`src/rtl/udp_ctrl_pkg.sv`:
```
// Shared types and constants for the UDP loopback transmit sequencer.
// Holds the FSM state enum, the field widths and the byte-to-word rounding helper.
package udp_ctrl_pkg;

    localparam int unsigned BYTE_W     = 16;
    localparam int unsigned CNT_W      = 16;
    localparam int unsigned WORD_CNT_W = 10;

    typedef enum logic [1:0] {
        StIdle,
        StStart,
        StWaitDone,
        StGap
    } state_e;

    // Payload is moved in 32-bit words, so a partial last word still costs a request.
    function automatic logic [BYTE_W-1:0] bytes_to_words(input logic [BYTE_W-1:0] b);
        logic [BYTE_W:0] w_sum;
        w_sum = {1'b0, b} + (BYTE_W+1)'(3);
        return {1'b0, w_sum[BYTE_W:2]};
    endfunction

endpackage

```
`src/rtl/udp_loop_ctrl_if.sv`:
```
// Rx status / tx control bundle between the UDP core and the loopback sequencer.
// The sequencer uses the slave view; the UDP core side uses the master view.
interface udp_loop_ctrl_if;
    import udp_ctrl_pkg::*;

    logic              rx_pkg_done;
    logic [BYTE_W-1:0] rx_byte_num;
    logic              tx_req;
    logic              tx_pkg_done;
    logic              tx_start_en;
    logic [BYTE_W-1:0] tx_byte_num;
    logic              busy;
    logic [CNT_W-1:0]  drop_cnt;
    logic [CNT_W-1:0]  pkt_cnt;
    logic              timeout_err;
    logic              len_err;

    modport master (
        output rx_pkg_done, rx_byte_num, tx_req, tx_pkg_done,
        input  tx_start_en, tx_byte_num, busy, drop_cnt, pkt_cnt, timeout_err, len_err
    );

    modport slave (
        input  rx_pkg_done, rx_byte_num, tx_req, tx_pkg_done,
        output tx_start_en, tx_byte_num, busy, drop_cnt, pkt_cnt, timeout_err, len_err
    );

endinterface

```
`src/rtl/udp_desc_fifo.sv`:
```
// Single-clock descriptor FIFO with wrap-bit pointers and a registered head word.
// A push while full is accepted only when a pop happens in the same cycle.
module udp_desc_fifo #(
    parameter int unsigned DEPTH = 4,
    parameter int unsigned WIDTH = 16
) (
    input  logic             clk,
    input  logic             rst,
    input  logic             i_push,
    input  logic             i_pop,
    input  logic [WIDTH-1:0] i_wdata,
    output logic             o_full,
    output logic             o_empty,
    output logic [WIDTH-1:0] o_head
);

    localparam int unsigned AW = $clog2(DEPTH);

    logic [AW:0]      r_wr_ptr;
    logic [AW:0]      r_rd_ptr;
    logic [WIDTH-1:0] r_mem [DEPTH];
    logic [WIDTH-1:0] r_head;

    logic             w_push;
    logic             w_pop;
    logic [AW:0]      w_rd_nxt;

    assign o_full   = (r_wr_ptr[AW] != r_rd_ptr[AW]) &&
                      (r_wr_ptr[AW-1:0] == r_rd_ptr[AW-1:0]);
    assign o_empty  = (r_wr_ptr == r_rd_ptr);
    assign w_pop    = i_pop && !o_empty;
    assign w_push   = i_push && (!o_full || w_pop);
    assign w_rd_nxt = w_pop ? r_rd_ptr + (AW+1)'(1) : r_rd_ptr;
    assign o_head   = r_head;

    always_ff @(posedge clk) begin
        if (w_push) begin
            r_mem[r_wr_ptr[AW-1:0]] <= i_wdata;
        end
    end

    always_ff @(posedge clk) begin
        if (rst) begin
            r_wr_ptr <= '0;
            r_rd_ptr <= '0;
            r_head   <= '0;
        end else begin
            if (w_push) begin
                r_wr_ptr <= r_wr_ptr + (AW+1)'(1);
            end
            r_rd_ptr <= w_rd_nxt;
            // Bypass the write when the new entry becomes the head in the same cycle.
            if (w_push && (r_wr_ptr[AW-1:0] == w_rd_nxt[AW-1:0])) begin
                r_head <= i_wdata;
            end else begin
                r_head <= r_mem[w_rd_nxt[AW-1:0]];
            end
        end
    end

endmodule

```
`src/rtl/udp_loop_ctrl.sv`:
```
// Loopback transmit sequencer: queues rx descriptors, starts one tx per descriptor,
// supervises it until done or timeout, checks the word count and enforces a gap.
module udp_loop_ctrl
    import udp_ctrl_pkg::*;
#(
    parameter int unsigned DESC_DEPTH     = 4,
    parameter int unsigned GAP_CYCLES     = 12,
    parameter int unsigned TIMEOUT_CYCLES = 65535,
    parameter int unsigned MAX_BYTES      = 1472
) (
    input  logic           clk,
    input  logic           rst,
    udp_loop_ctrl_if.slave io_bus
);

    localparam int unsigned      GAP_W    = $clog2(GAP_CYCLES) + 1;
    localparam int unsigned      TMR_W    = $clog2(TIMEOUT_CYCLES) + 1;
    localparam logic [GAP_W-1:0] GAP_LAST = GAP_W'(GAP_CYCLES - 1);
    // The timer value is compared before its increment, so fire one count early.
    localparam logic [TMR_W-1:0] TMR_LAST = TMR_W'(TIMEOUT_CYCLES - 2);

    state_e                r_state;
    logic [BYTE_W-1:0]     r_tx_byte_num;
    logic [CNT_W-1:0]      r_drop_cnt;
    logic [CNT_W-1:0]      r_pkt_cnt;
    logic [WORD_CNT_W-1:0] r_word_cnt;
    logic [TMR_W-1:0]      r_timer;
    logic [GAP_W-1:0]      r_gap_cnt;
    logic                  r_tx_start_en;
    logic                  r_busy;
    logic                  r_timeout_err;
    logic                  r_len_err;

    logic                  w_len_ok;
    logic                  w_full;
    logic                  w_empty;
    logic                  w_pop;
    logic                  w_push;
    logic                  w_drop;
    logic [BYTE_W-1:0]     w_head;
    logic [WORD_CNT_W-1:0] w_words_fin;
    logic                  w_len_mismatch;

    assign w_len_ok    = (io_bus.rx_byte_num != '0) &&
                         (io_bus.rx_byte_num <= BYTE_W'(MAX_BYTES));
    assign w_pop       = (r_state == StIdle) && !w_empty;
    assign w_push      = io_bus.rx_pkg_done && w_len_ok && (!w_full || w_pop);
    assign w_drop      = io_bus.rx_pkg_done && !w_push;
    assign w_words_fin = (io_bus.tx_req && (r_word_cnt != '1)) ?
                         r_word_cnt + WORD_CNT_W'(1) : r_word_cnt;
    assign w_len_mismatch = BYTE_W'(w_words_fin) != bytes_to_words(r_tx_byte_num);

    udp_desc_fifo #(
        .DEPTH (DESC_DEPTH),
        .WIDTH (BYTE_W)
    ) u_desc_fifo (
        .clk     (clk),
        .rst     (rst),
        .i_push  (w_push),
        .i_pop   (w_pop),
        .i_wdata (io_bus.rx_byte_num),
        .o_full  (w_full),
        .o_empty (w_empty),
        .o_head  (w_head)
    );

    always_ff @(posedge clk) begin
        if (rst) begin
            r_state       <= StIdle;
            r_tx_byte_num <= '0;
            r_drop_cnt    <= '0;
            r_pkt_cnt     <= '0;
            r_word_cnt    <= '0;
            r_timer       <= '0;
            r_gap_cnt     <= '0;
            r_tx_start_en <= 1'b0;
            r_busy        <= 1'b0;
            r_timeout_err <= 1'b0;
            r_len_err     <= 1'b0;
        end else begin
            r_tx_start_en <= 1'b0;
            r_timeout_err <= 1'b0;
            r_len_err     <= 1'b0;
            if (w_drop && (r_drop_cnt != '1)) begin
                r_drop_cnt <= r_drop_cnt + CNT_W'(1);
            end
            unique case (r_state)
                StIdle: begin
                    if (!w_empty) begin
                        r_tx_byte_num <= w_head;
                        r_tx_start_en <= 1'b1;
                        r_state       <= StStart;
                        r_busy        <= 1'b1;
                    end else begin
                        r_busy <= w_push;
                    end
                end
                StStart: begin
                    r_word_cnt <= '0;
                    r_timer    <= '0;
                    r_state    <= StWaitDone;
                    r_busy     <= 1'b1;
                end
                StWaitDone: begin
                    r_timer    <= r_timer + TMR_W'(1);
                    r_word_cnt <= w_words_fin;
                    r_busy     <= 1'b1;
                    if (io_bus.tx_pkg_done) begin
                        r_len_err <= w_len_mismatch;
                        r_pkt_cnt <= r_pkt_cnt + CNT_W'(1);
                        r_gap_cnt <= '0;
                        r_state   <= StGap;
                    end else if (r_timer == TMR_LAST) begin
                        r_timeout_err <= 1'b1;
                        r_pkt_cnt     <= r_pkt_cnt + CNT_W'(1);
                        r_gap_cnt     <= '0;
                        r_state       <= StGap;
                    end
                end
                StGap: begin
                    if (r_gap_cnt == GAP_LAST) begin
                        r_state <= StIdle;
                        r_busy  <= !w_empty || w_push;
                    end else begin
                        r_gap_cnt <= r_gap_cnt + GAP_W'(1);
                        r_busy    <= 1'b1;
                    end
                end
                default: begin
                    r_state <= StIdle;
                end
            endcase
        end
    end

    assign io_bus.tx_start_en = r_tx_start_en;
    assign io_bus.tx_byte_num = r_tx_byte_num;
    assign io_bus.busy        = r_busy;
    assign io_bus.drop_cnt    = r_drop_cnt;
    assign io_bus.pkt_cnt     = r_pkt_cnt;
    assign io_bus.timeout_err = r_timeout_err;
    assign io_bus.len_err     = r_len_err;

endmodule

```
`src/flat_wrapper.sv`:
```
// flat-port wrapper written by rule: the top's interface ports become plain ports
module udp_loop_ctrl_flat import udp_ctrl_pkg::*;
#(
    parameter int unsigned DESC_DEPTH     = 4,
    parameter int unsigned GAP_CYCLES     = 12,
    parameter int unsigned TIMEOUT_CYCLES = 65535,
    parameter int unsigned MAX_BYTES      = 1472
)
  (clk, rst, io_bus_rx_pkg_done, io_bus_rx_byte_num, io_bus_tx_req, io_bus_tx_pkg_done, io_bus_tx_start_en, io_bus_tx_byte_num, io_bus_busy, io_bus_drop_cnt, io_bus_pkt_cnt, io_bus_timeout_err, io_bus_len_err);
  udp_loop_ctrl_if io_bus_i ();
  input  logic clk;
  input  logic rst;
  input wire logic [$bits(io_bus_i.rx_pkg_done)-1:0] io_bus_rx_pkg_done;
  input wire logic [$bits(io_bus_i.rx_byte_num)-1:0] io_bus_rx_byte_num;
  input wire logic [$bits(io_bus_i.tx_req)-1:0] io_bus_tx_req;
  input wire logic [$bits(io_bus_i.tx_pkg_done)-1:0] io_bus_tx_pkg_done;
  output wire logic [$bits(io_bus_i.tx_start_en)-1:0] io_bus_tx_start_en;
  output wire logic [$bits(io_bus_i.tx_byte_num)-1:0] io_bus_tx_byte_num;
  output wire logic [$bits(io_bus_i.busy)-1:0] io_bus_busy;
  output wire logic [$bits(io_bus_i.drop_cnt)-1:0] io_bus_drop_cnt;
  output wire logic [$bits(io_bus_i.pkt_cnt)-1:0] io_bus_pkt_cnt;
  output wire logic [$bits(io_bus_i.timeout_err)-1:0] io_bus_timeout_err;
  output wire logic [$bits(io_bus_i.len_err)-1:0] io_bus_len_err;
  assign io_bus_i.rx_pkg_done = io_bus_rx_pkg_done;
  assign io_bus_i.rx_byte_num = io_bus_rx_byte_num;
  assign io_bus_i.tx_req = io_bus_tx_req;
  assign io_bus_i.tx_pkg_done = io_bus_tx_pkg_done;
  assign io_bus_tx_start_en = io_bus_i.tx_start_en;
  assign io_bus_tx_byte_num = io_bus_i.tx_byte_num;
  assign io_bus_busy = io_bus_i.busy;
  assign io_bus_drop_cnt = io_bus_i.drop_cnt;
  assign io_bus_pkt_cnt = io_bus_i.pkt_cnt;
  assign io_bus_timeout_err = io_bus_i.timeout_err;
  assign io_bus_len_err = io_bus_i.len_err;
  udp_loop_ctrl #(.DESC_DEPTH(DESC_DEPTH), .GAP_CYCLES(GAP_CYCLES), .TIMEOUT_CYCLES(TIMEOUT_CYCLES), .MAX_BYTES(MAX_BYTES)) u_core (.clk(clk), .rst(rst), .io_bus(io_bus_i));
endmodule
```
`config.mk`:
```
export PLATFORM = sky130hd
export DESIGN_NAME = udp_loop_ctrl_flat
export DESIGN_NICKNAME = d
export VERILOG_FILES = /design/src/rtl/udp_ctrl_pkg.sv /design/src/rtl/udp_loop_ctrl_if.sv /design/src/rtl/udp_desc_fifo.sv /design/src/rtl/udp_loop_ctrl.sv /design/src/flat_wrapper.sv
export SDC_FILE = /design/constraint.sdc
export NUM_CORES = 1
export LEC_CHECK = 0
export CAP_MARGIN = 20
export CORE_MARGIN = 1.5
export CORE_UTILIZATION = 25
export CTS_BUF_LIST = sky130_fd_sc_hd__clkbuf_4 sky130_fd_sc_hd__clkbuf_8
export CTS_CLUSTER_SIZE = 20
export DETAILED_ROUTE_END_ITERATION = 10
export PLACE_DENSITY_LB_ADDON = 0.08
export SKIP_LAST_GASP = 1
export SLEW_MARGIN = 20
export SYNTH_ARGS = -nofsm -noshare
export SYNTH_HDL_FRONTEND = slang
export SYNTH_SLANG_ARGS = --single-unit
```
`constraint.sdc`:
```
create_clock -name clk -period 3.7 [get_ports clk]
set_clock_uncertainty 0.05 [all_clocks]
set_input_delay 0.74 -clock clk [delete_from_list [all_inputs] [get_ports clk]]
set_output_delay 0.74 -clock clk [all_outputs]
set_load 0.005 [all_outputs]
```
**The metal 1 layer**

Bar = 50 µm.
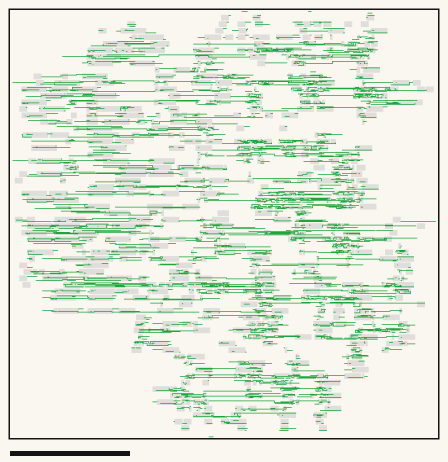
The layer holds 48% of the routed length. The layer carries 8990 µm of wire. The longest straight run is 41.9 µm. The wires run mostly horizontal. 810 nets have wire on it.

**Metal 2**

Bar = 50 µm.
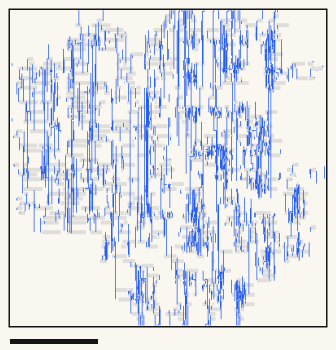
The layer holds 48% of the routed length. The wires run mostly vertical. 684 nets have wire on it.

==> impl_metrics.env <==
# yosys + openroad results
export IMPL_ios=73
export IMPL_die_w_um=178.7
export IMPL_wl_per_cell_um=15.09
export IMPL_reg2reg_slack_ns=1.04
export IMPL_post_place_ws_ns=-0.6167
export IMPL_synth_async_reset_ratio_pct=0
export IMPL_chip_area_um2=31920
export IMPL_numSynthFlops=172
export IMPL_row_count=64
export IMPL_cts_clk_slew_worst_paths_ns=0.09
export IMPL_cpLargestDelayFamily="AND-OR/OR-AND gates"
export IMPL_clock_power_share_pct=28.1
export IMPL_clock_latency_ns=0.46
export IMPL_comb_share_pct=36.17
export IMPL_nets=869
export IMPL_grt_max_degree=54
export IMPL_clkCellAreaFrac_pct=4.193
export IMPL_status="completed"
export IMPL_synth_stat_cells=743
export IMPL_sequentialPowerShare_pct=46.0
export IMPL_common_cells="dfxtp_1 (108), nor2_1 (108), nand2_1 (79)"
export IMPL_grt_pass1_vias=5600
export IMPL_leakagePower_nw=3.136
export IMPL_dr_pass1_iters=4
export IMPL_ys_area_um2=7714
export IMPL_taps=396
export IMPL_finalHoldViolCount=0
export IMPL_n_antenna_cell=0
export IMPL_slew_headroom_pct=48.73
export IMPL_rsz0062_at_grt="no"
export IMPL_end_kind="register"
export IMPL_synthTopLogicFamily="simple AND/OR/NAND/NOR gates"
export IMPL_cts_sinks=172
export IMPL_ys_sh_mux_pct=7.494
export IMPL_place_inst=1209
export IMPL_crit_chain="clkdlybuf4s50_1, or4b_1, a2111oi_1, o21ai_1, buf_4, o211ai_1, nor3_1, xnor2_1, nor2_1"
export IMPL_final_layout_top_logic_cells="nor2_1 (108), dfxtp_1 (108), nand2_1 (79)"
export IMPL_syn_area_um2=7714
export IMPL_ff_count=172
export IMPL_yosys_area_top_type="dfxtp_1"
export IMPL_portBuffers=72
export IMPL_comb_multi_input_count=521
**Metal 3**

Bar = 50 µm.
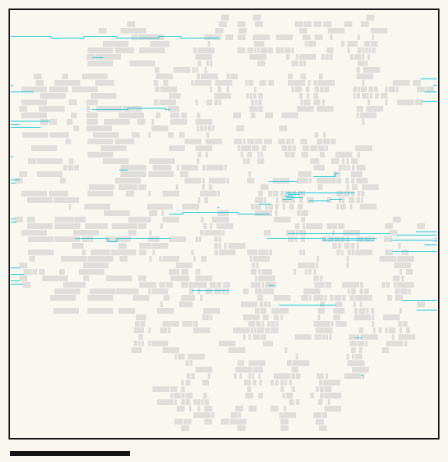
44 nets have wire on it. The layer holds 3.4% of the routed length. The longest straight run is 42.3 µm. The wires run mostly horizontal.

**Congestion heat map**

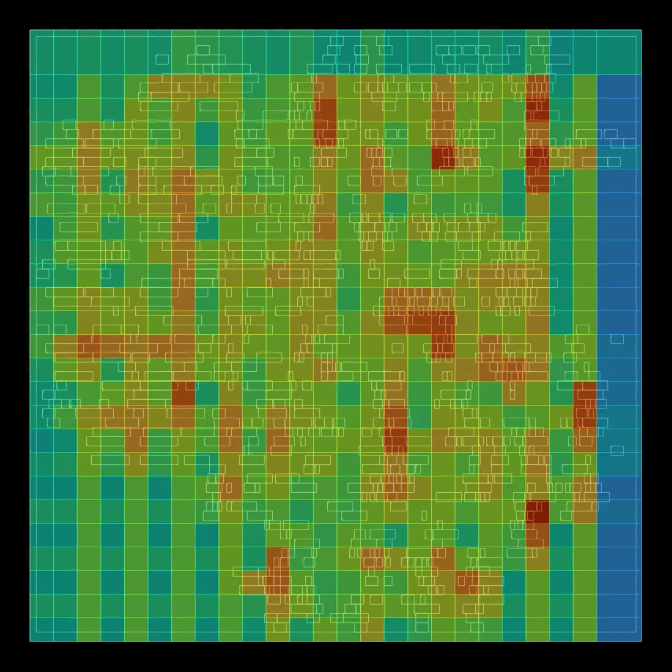
GR Util met1: 16.54%
Util after Layout: 31.10%

## logic make-up (layout without fill, tap and decap cells)
| group | Yosys count | count (layout) |
|---|---|---|
| compound gates | 92 | 92 |
| fa+ha+maj | 15 | 15 |
| xor+xnor | 65 | 65 |
| flops | 172 | 172 |
| simple gates | 314 | 314 |
| mux | 35 | 35 |
| buf+inv | 50 | 153 |
## how the worst max path moves through the flow
stage	from	to	cells past startpoint
after floorplan	io_bus_rx_byte_num[11]	u_core.u_desc_fifo.r_mem[3][0]	5
after detailed placement	io_bus_rx_pkg_done	u_core.u_desc_fifo.o_head[1]	8
after global routing	io_bus_rx_pkg_done	u_core.io_bus.drop_cnt[6]	9
after CTS	io_bus_rx_pkg_done	u_core.u_desc_fifo.o_head[1]	8
final	io_bus_rx_pkg_done	u_core.io_bus.drop_cnt[8]	9
after global placement	io_bus_rx_pkg_done	u_core.u_desc_fifo.o_head[14]	8
## metrics by stage
step,cell area [µm²],setup TNS [ns],util [%],hold WS (ns)
5_1_grt,9489,0,31.10,0.4071
4_1_cts,9469,0,31.04,0.3931
6_report,9489,0,31.10,0.3890
3_3_place_gp,9065,-4.315,29.71,0.3829
2_1_floorplan,7714,0,-,0.3674
3_5_place_dp,9065,-10.89,29.71,0.3798
## repair_timing
action	CTS	global route
setup endpoints to repair	16	1
resized	1	0
setup buffers	0	1
## tightest hold or removal path: stages, from the launching register on
cell and delay (ns):
dfxtp_1 0.31, nand2_1 0.04, a21oi_1 0.05
## metal layers
metal	up-vias	part of all wire [%]	wire length, µm	global-route usage (%)
li1	2804	-	-	-
met1	2686	48	8992	16.54
met2	74	48	8928	20.38
met3	10	3.4	631	2.608
met4	0	0.98	183	3.438
met5	-	0	0	0
